### A small window of the routed layout, run 1

Region (86, 86) to (126, 126) um. Cells in grey, sequential cells in the stronger grey; small squares are vias.
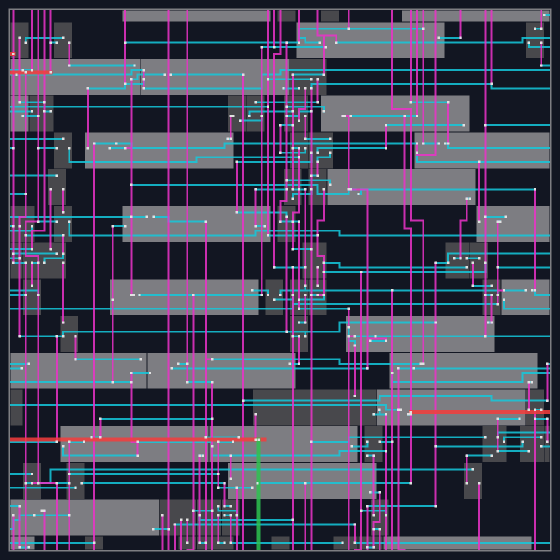
### Cell outlines without signal wires, run 1

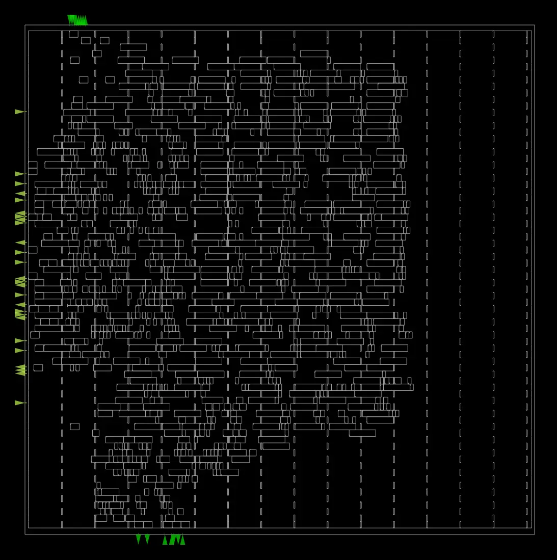
### Metal layers overlaid, run 1

(2 px per um) Two of the layers only.
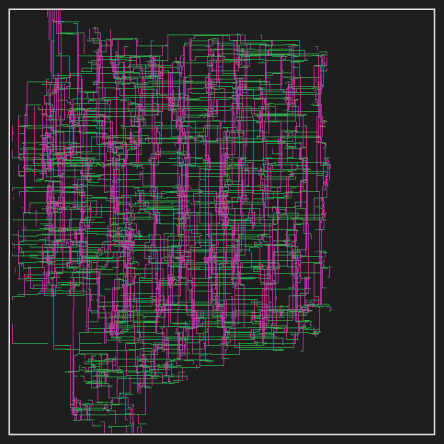
### config.mk
export PLATFORM = sky130hd
export DESIGN_NAME = maxpool2x2_stream
export DESIGN_NICKNAME = d
export VERILOG_FILES = /design/src/rtl/cnn_pkg.sv /design/src/rtl/pool_linebuf.sv /design/src/rtl/maxpool2x2_stream.sv
export SDC_FILE = /design/constraint.sdc
export NUM_CORES = 1
export LEC_CHECK = 0
export ABC_AREA = 1
export CORE_MARGIN = 1
export CORE_UTILIZATION = 25
export CTS_CLUSTER_DIAMETER = 100
export CTS_CLUSTER_SIZE = 24
export DETAILED_ROUTE_END_ITERATION = 7
export PLACE_DENSITY_LB_ADDON = 0.25
export SLEW_MARGIN = 30
export SYNTH_ARGS = -nofsm -noshare
export SYNTH_HDL_FRONTEND = slang
export SYNTH_SLANG_ARGS = --single-unit
### constraint.sdc
create_clock -name clk -period 9.15 [get_ports clk]
set_clock_uncertainty 0.1 [all_clocks]
set_input_delay 0.915 -clock clk [delete_from_list [all_inputs] [get_ports clk]]
set_output_delay 0.915 -clock clk [all_outputs]
set_load 0.01 [all_outputs]
### src/rtl/cnn_pkg.sv
// Shared CNN datapath definitions: pool FSM encoding, default widths,
// per-layer feature-map sizes and a signed-max helper.
package cnn_pkg;

  localparam int DATA_W_DEF = 16;

  localparam int CONV1_OUT_W = 24;
  localparam int CONV1_OUT_H = 24;
  localparam int CONV2_OUT_W = 8;
  localparam int CONV2_OUT_H = 8;

  localparam logic [1:0] POOL_IDLE  = 2'd0;
  localparam logic [1:0] POOL_RUN   = 2'd1;
  localparam logic [1:0] POOL_DRAIN = 2'd2;
  localparam logic [1:0] POOL_DONE  = 2'd3;

  typedef enum logic [1:0] {
    S_IDLE  = POOL_IDLE,
    S_RUN   = POOL_RUN,
    S_DRAIN = POOL_DRAIN,
    S_DONE  = POOL_DONE
  } pool_state_e;

  // Wide enough for any pixel width; callers sign-extend in and truncate out.
  localparam int SMAX_W = 64;

  function automatic logic signed [SMAX_W-1:0] smax(
    input logic signed [SMAX_W-1:0] a,
    input logic signed [SMAX_W-1:0] b
  );
    return (a >= b) ? a : b;
  endfunction

endpackage

### src/rtl/pool_linebuf.sv
// Half-width line buffer holding the horizontal maxima of the even row
// until the matching odd row arrives; one shared index for write and read.
module pool_linebuf #(
  parameter int DATA_W = 16,
  parameter int DEPTH  = 12,
  parameter int IDX_W  = 4
) (
  input  logic                     clk,
  input  logic                     we,
  input  logic [IDX_W-1:0]         idx,
  input  logic signed [DATA_W-1:0] wdata,
  output logic signed [DATA_W-1:0] rdata
);

  logic signed [DATA_W-1:0] mem [DEPTH];

  always_ff @(posedge clk) begin
    if (we) mem[idx] <= wdata;
  end

  assign rdata = mem[idx];

endmodule

### src/rtl/maxpool2x2_stream.sv
// Streaming 2x2 stride-2 signed max-pool over one raster-order channel,
// with a single output register and a one-cycle done pulse per frame.
module maxpool2x2_stream
  import cnn_pkg::*;
#(
  parameter int DATA_W = DATA_W_DEF,
  parameter int IMG_W  = CONV1_OUT_W,
  parameter int IMG_H  = CONV1_OUT_H
) (
  input  logic                     clk,
  input  logic                     rst_n,
  input  logic                     start,
  input  logic                     in_valid,
  input  logic signed [DATA_W-1:0] in_data,
  output logic                     in_ready,
  output logic                     out_valid,
  output logic signed [DATA_W-1:0] out_data,
  input  logic                     out_ready,
  output logic                     busy,
  output logic                     done
);

  localparam int CW   = $clog2(IMG_W);
  localparam int RW   = $clog2(IMG_H);
  localparam int LB_N = IMG_W / 2;
  localparam int IW   = (LB_N > 1) ? $clog2(LB_N) : 1;
  localparam logic [CW-1:0] COL_LAST = CW'(IMG_W - 1);
  localparam logic [RW-1:0] ROW_LAST = RW'(IMG_H - 1);

  pool_state_e state, state_nxt;

  logic [CW-1:0]            col;
  logic [RW-1:0]            row;
  logic signed [DATA_W-1:0] hold;
  logic signed [DATA_W-1:0] hmax;
  logic signed [DATA_W-1:0] vmax;
  logic signed [DATA_W-1:0] lb_rdata;
  logic [IW-1:0]            lb_idx;
  logic                     xfer;
  logic                     out_xfer;
  logic                     last_pix;
  logic                     lb_we;
  logic                     res_load;

  assign in_ready = (state == S_RUN) && !(out_valid && !out_ready);
  assign xfer     = in_valid && in_ready;
  assign out_xfer = out_valid && out_ready;
  assign last_pix = (row == ROW_LAST) && (col == COL_LAST);

  assign hmax     = DATA_W'(smax(SMAX_W'(hold), SMAX_W'(in_data)));
  assign vmax     = DATA_W'(smax(SMAX_W'(hmax), SMAX_W'(lb_rdata)));
  assign lb_idx   = IW'(col >> 1);
  assign lb_we    = xfer && col[0] && !row[0];
  assign res_load = xfer && col[0] && row[0];

  pool_linebuf #(
    .DATA_W (DATA_W),
    .DEPTH  (LB_N),
    .IDX_W  (IW)
  ) u_linebuf (
    .clk   (clk),
    .we    (lb_we),
    .idx   (lb_idx),
    .wdata (hmax),
    .rdata (lb_rdata)
  );

  always_comb begin
    state_nxt = state;
    busy      = 1'b0;
    done      = 1'b0;
    case (state)
      S_IDLE: begin
        if (start) state_nxt = S_RUN;
      end
      S_RUN: begin
        busy = 1'b1;
        if (xfer && last_pix) state_nxt = S_DRAIN;
      end
      S_DRAIN: begin
        // Only the final result can be pending here: the last pixel could
        // not transfer while an older result was still held.
        busy = 1'b1;
        if (out_xfer) state_nxt = S_DONE;
      end
      S_DONE: begin
        done      = 1'b1;
        state_nxt = S_IDLE;
      end
      default: state_nxt = S_IDLE;
    endcase
  end

  always_ff @(posedge clk) begin
    if (!rst_n) begin
      state     <= S_IDLE;
      row       <= '0;
      col       <= '0;
      out_valid <= 1'b0;
      out_data  <= '0;
    end else begin
      state <= state_nxt;
      if (state == S_IDLE && start) begin
        row <= '0;
        col <= '0;
      end else if (xfer) begin
        if (col == COL_LAST) begin
          col <= '0;
          if (row != ROW_LAST) row <= row + 1'b1;
        end else begin
          col <= col + 1'b1;
        end
      end
      // A new result wins over an accept in the same cycle.
      if (res_load) begin
        out_valid <= 1'b1;
        out_data  <= vmax;
      end else if (out_xfer) begin
        out_valid <= 1'b0;
      end
    end
  end

  always_ff @(posedge clk) begin
    if (xfer && !col[0]) hold <= in_data;
  end

endmodule

==> flow_results.org, run 1 <==
* Flow results

** Status
- Run status :: complete, no violations

** Timing
- Final worst path period need :: about 5 ns
- The pin closest to its max-slew limit shows a slew of 0.786 ns.
- Setup repair after global routing left no endpoint under its margin.
- Pins over their slew limit :: 0

** Clock network
- Buffers added to address setup during post-CTS repair amount to 0.
- CTS tree :: done
- In this run, post-CTS hold repair placed 0 buffers.

** Cells and area
- The layout report lists the non-clock buffer share of cell area as 0.0423.
- In the final design database the tool counted roughly 1100 nets.
- Number of filler cells placed in the layout :: 4467
- Layout buffer count excluding clock buffers :: around 57
- Per the layout report, the design carries 22 clock buffers.
- Per the layout area report, the combinational gate area comes to 0.00351 sq mm.
- The finished cells cover between 0.01 and 0.015 sq mm.
- Sequential portion of the cell area :: 0.554
- Flip-flop count of the largest register after layout :: around 190

** Min path
- For hold timing, the worst endpoint is out_data[12].
- Cell depth of the worst min-delay path :: 2

** Placed design
- Per the placement log, port buffering inserted around 40 buffers.

** Power and ir drop
- The biggest slice of the total power is consumed by sequential cells.
- Static Leakage :: around 4.7 nW
- For the clock group, total power comes out at 0.672 mW.

** Global route
- For met3 alone, demand over resource in global routing was 0.0116.
- Entering global routing, the biggest net connects ~68 pins.
- Grt met2 use :: 0.206

** Synthesis
- Part of the Yosys area used for sequential elements :: 0.627
- Main flop type :: sky130_fd_sc_hd__edfxtp_1
- After synthesis, the chip area reported by Yosys is roughly 0.011 sq mm.
- Asr flop ratio synth :: 0
- Top area contributor share :: 0.567

** Worst setup path
- Cell with the most instances on the worst path :: sky130_fd_sc_hd__nand2_1
- The critical path starts at in_data[15].
- Crit Path Category :: input port to register
- The longest incremental delay of any stage on the critical path is reported as roughly 0.51 ns.

** Drt
- Total routed wire length on the met1 layer :: between 10000 and 15000 um
- For this run, the detailed router's first-pass iteration total came to 5.

** Floorplanning
- The die covers between 0.04 and 0.05 sq mm.
-- 'A small window of the routed layout' (at the start) --
legend:
  M2:
    colour: magenta
  M3:
    colour: red
  M4:
    colour: green
  M1:
    colour: cyan
most frequent: edfxtp_1 (18), nand2_1 (14), nor2_1 (10)
cells with their middle in the window: 58
netlist names of flops here include: `u_linebuf.mem` (18)
sequential cells in the window: 18

-- 'Cell outlines without signal wires' (at the start) --
Tapcells: 585
flip-flop and latch count: 241
final cell utilization of the core: 0.288
total number of placement rows: 76

-- 'Metal layers overlaid' (at the start) --
legend:
  M1:
    colour: green
    wire_length: 12800 um
  M2:
    colour: magenta
    wire_length: 12600 um
total via count after detailed routing: 7293
total wire length after detailed routing: 26400 um
Total GRT Usage: 0.119
per-cell routed wire length: 15.7 um

==> run 1: worst min-delay path, delay by kind of cell, from the launching register on <==
family,cells,cell delay (ns)
flip-flops,1,0.34
AND/OR/NAND/NOR,1,0.06
AND-OR/OR-AND,1,0.05
==> run 1: cells in the final DEF, fill, tap and decap left out, drive strengths merged <==
cell type,n
o221ai,16
clkinv,3
clkbuf,22
inv,98
nor3,7
nor2,117
o211ai,27
nor3b,1
buf,17
ha,39
nand4,36
dfxtp,33
nand3,62
o21ai,63
edfxtp,208
a21oi,34
clkdlybuf4s50,40
nand2,270
a21o,2
==> run 1: cell families after synthesis <==
| family | Yosys count |
|---|---|
| buf+inv | 147 |
| flops | 241 |
| simple gates | 493 |
| compound gates | 142 |
| fa+ha+maj | 39 |
### Ports around the boundary, run 1

(2 px per um) Pins as bars across the die edge, other pins in grey.
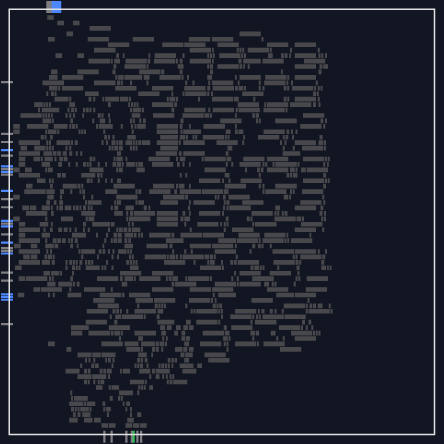

==> run 2, diff against run 1 <==
==> constraint.sdc (replaced) <==
create_clock -name clk -period 5.15 [get_ports clk]
set_clock_uncertainty 0.1 [all_clocks]
set_input_delay 0.515 -clock clk [delete_from_list [all_inputs] [get_ports clk]]
set_output_delay 0.515 -clock clk [all_outputs]
set_load 0.01 [all_outputs]
### Ports around the boundary, run 2

(2 px per um) Pins as bars across the die edge, other pins in grey.
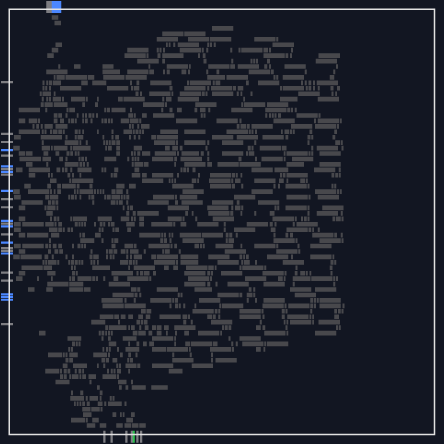
legend:
  `out_data`:
    colour: blue
    pins: 16
    direction: output
    edge: 11 left, 5 top
  `out_valid`:
    colour: green
    pins: 1
    direction: output
    edge: bottom
x dimension of the die: 212 um
height of the die: 212 um
quantity of I/O buffers inserted on ports: 40

### Cell outlines without signal wires, run 2

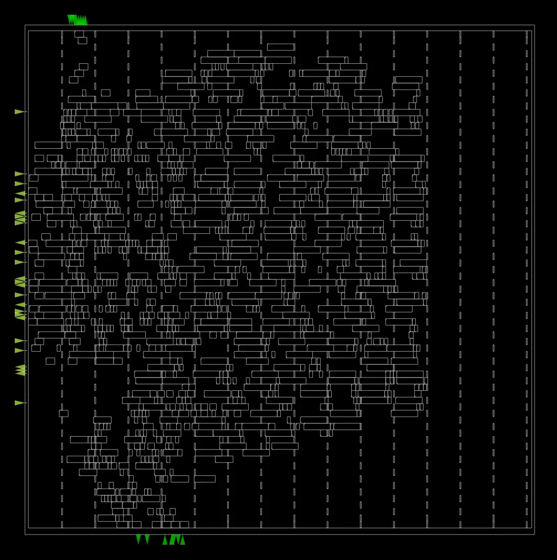
number of cells in the finished layout apart from fillers: 1698
sequential portion of the cell area: 0.545

==> flow_results.org, run 2 <==
* Flow results

** Clock network
- CTS tree :: done
- For this design, the CTS-stage hold fixing added 0 buffers.
- Number of setup buffers added after CTS :: 0

** Timing
- For the pin with the worst max-slew slack, the measured transition is 0.919 ns.
- In the final report, the number of pins over their slew limit comes to 0.
- The final timing report derives a shortest allowable period of roughly 4.2 ns.
- Setup repair after global routing left no endpoint under its margin.

** Drt
- The script logs the mean routed wire length per placed instance as 16.3 um.
- Number of search-and-repair iterations in the first detailed-routing pass :: 5
- Total wire length after detailed routing :: between 20000 and 30000 um
- Total via count after detailed routing :: 7507
- Total routed wire length on the met1 layer :: 13200 um

** Floorplanning
- After floorplanning, the core was divided into ~76 placement rows.

** Min path
- In the hold report, the worst path ends at out_data[10].

** Synthesis
- Area of the synthesized netlist per yosys stat :: 0.0110 sq mm
- Asr flop ratio synth :: 0
- In the synthesized netlist the dominant register cell turns out to be sky130_fd_sc_hd__edfxtp_1.

** Status
- Run status :: complete, no violations

** Power and ir drop
- The leakage component of the power was reported as 4.77 nW.
- Final Power :: between 4 and 5 mW
- Biggest consumer :: sequential cells

** Worst setup path
- Crit Path Category :: input port to register
- The cell that appears most often on the critical path is sky130_fd_sc_hd__nand2_1.
- Maximum cell stage delay along the critical path :: ~0.5 ns
- STA lists the startpoint of the worst register-to-register path as hold[15].
- CP max stage cell :: sky130_fd_sc_hd__clkdlybuf4s50_1
- Crit path launch :: in_data[15]

** Global route
- In the global route stage, met3 resource usage came out at 0.0128.
- Summed over all routing layers, the global router reports a total usage of 0.124.
- met2 track demand over resource after global routing is 0.215.

** Cells and area
- Layout Nets :: 1165
- By instance count after routing, the leading logic cell type is sky130_fd_sc_hd__nand2_1.
- Once layout is complete, the utilization of the core stands at 0.293.
- Flip-flop count of the largest register after layout :: roughly 190
- Total non-filler cell area in the finished layout :: between 0.01 and 0.015 sq mm
-- run 2: cell counts after synthesis --
No cell type changed its count.
-- run 2: final cells by class --
cell class / instances / area [sq um] / area share
Clock buffer: 21 / 398 / 0.0314
Clock inverter: 3 / 55.1 / 0.00435
Multi-Input combinational cell: 674 / 3500 / 0.276
Inverter: 99 / 372 / 0.0293
Sequential cell: 241 / 6910 / 0.545
Tap cell: 585 / 732 / 0.0578
Timing Repair Buffer: 75 / 701 / 0.0553
-- run 2: logic make-up after synthesis --
family / after synthesis / synth area share
flip-flops: 241 / 0.627
AND/OR/NAND/NOR: 493 / 0.194
buffers and inverters: 147 / 0.0569
adder cells (fa/ha/maj): 39 / 0.0443
AND-OR/OR-AND: 142 / 0.0776
### Metal 2, run 2

(2 px per um)
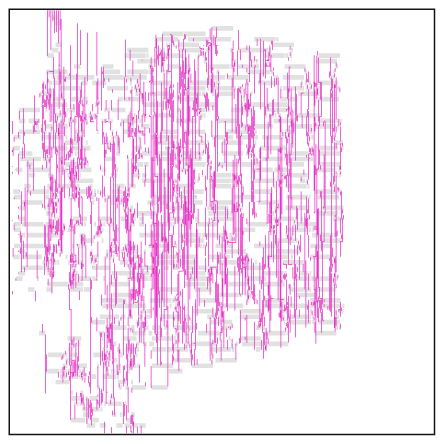

==> run 3, diff against run 2 <==
==> constraint.sdc (replaced) <==
create_clock -name clk -period 3.6 [get_ports clk]
set_clock_uncertainty 0.1 [all_clocks]
set_input_delay 0.36 -clock clk [delete_from_list [all_inputs] [get_ports clk]]
set_output_delay 0.36 -clock clk [all_outputs]
set_load 0.01 [all_outputs]
### Metal 2, run 3

(2 px per um)
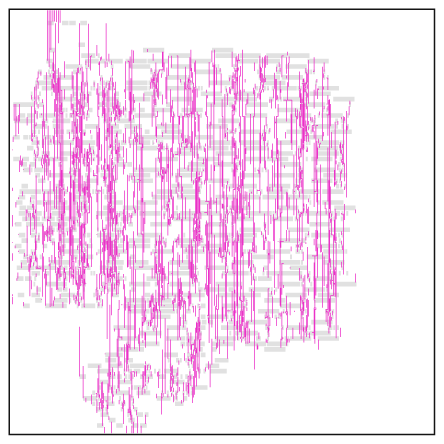
longest straight run: 70.7 um
nets with wire on the layer: 906
share of all routed wire: 49%
main direction: vertical
wire length on this layer: 13300 um
total via count after detailed routing: 7684
total wire length after detailed routing: 27300 um
grt met2 use: 0.211

### Cell outlines without signal wires, run 3

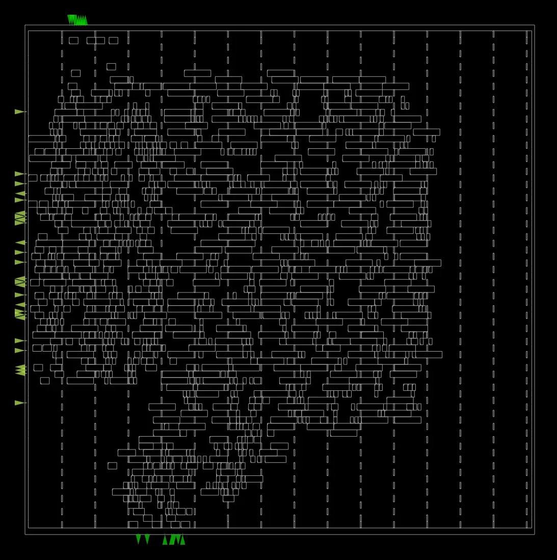
core area: 0.0433 sq mm
number of filler cells placed in the layout: 4448
final cell utilization of the core: 0.315

==> flow_results.org, run 3 <==
* Flow results

** Global route
- Pin count of the biggest net entering global routing :: approximately 54
- Total GRT Usage :: 0.122

** Synthesis
- Area of the synthesized netlist per yosys stat :: between 0.01 and 0.015 sq mm
- Area fraction in and, or, nand and nor cells :: 0.194
- The cell-mix breakdown from Yosys lists the adder-cell area share as 0.0443.
- The share of synthesized area in the top cell type comes to 0.567.
- Part of the Yosys area used for sequential elements :: 0.627
- Xor/xnor share :: 0

** Cells and area
- Layout Nets :: around 1200
- Flip-flop count of the largest register after layout :: roughly 190
- Summing all non-filler instances in the final layout gives an area of between 0.01 and 0.015 sq mm.

** Power and ir drop
- The leakage component of the power was reported as roughly 5.2 nW.

** Floorplanning
- The horizontal die dimension reported for this design is between 200 and 250 um.
- The die is roughly 210 um tall.
- The overall die size recorded for this design is around 0.045 sq mm.
- Total number of placement rows :: around 76

** Clock network
- Number of setup buffers added after CTS :: 1

** Worst setup path
- On the critical path, the stage with the largest delay is an instance of sky130_fd_sc_hd__edfxtp_1.

** Status
- Run status :: complete, no violations

** Drt
- The first detailed-routing pass ran for 4 iterations.
[run 3: power groups by stage]
stage | Clock [mW] | Sequential (mW) | Combinational [mW]
2_1_floorplan | 0 | 3.34 | 0.949
3_3_place_gp | 0 | 3.36 | 1.50
3_5_place_dp | 0 | 3.36 | 1.53
4_1_cts | 1.78 | 3.29 | 1.62
5_1_grt | 1.87 | 3.30 | 2.02
6_report | 1.71 | 3.29 | 1.80
[run 3: layout make-up]
| type | count | area, sq um | share of cell area |
|---|---|---|---|
| repair buffers | 145 | 1280 | 0.0939 |
| multi-input cells | 676 | 3910 | 0.287 |
| clock inverters | 2 | 27.5 | 0.00202 |
| well taps | 585 | 732 | 0.0537 |
| inverters | 99 | 372 | 0.0273 |
| flip-flops and latches | 241 | 6910 | 0.507 |
| clock buffers | 22 | 402 | 0.0295 |
Power is estimated from default activity; no workload was simulated.
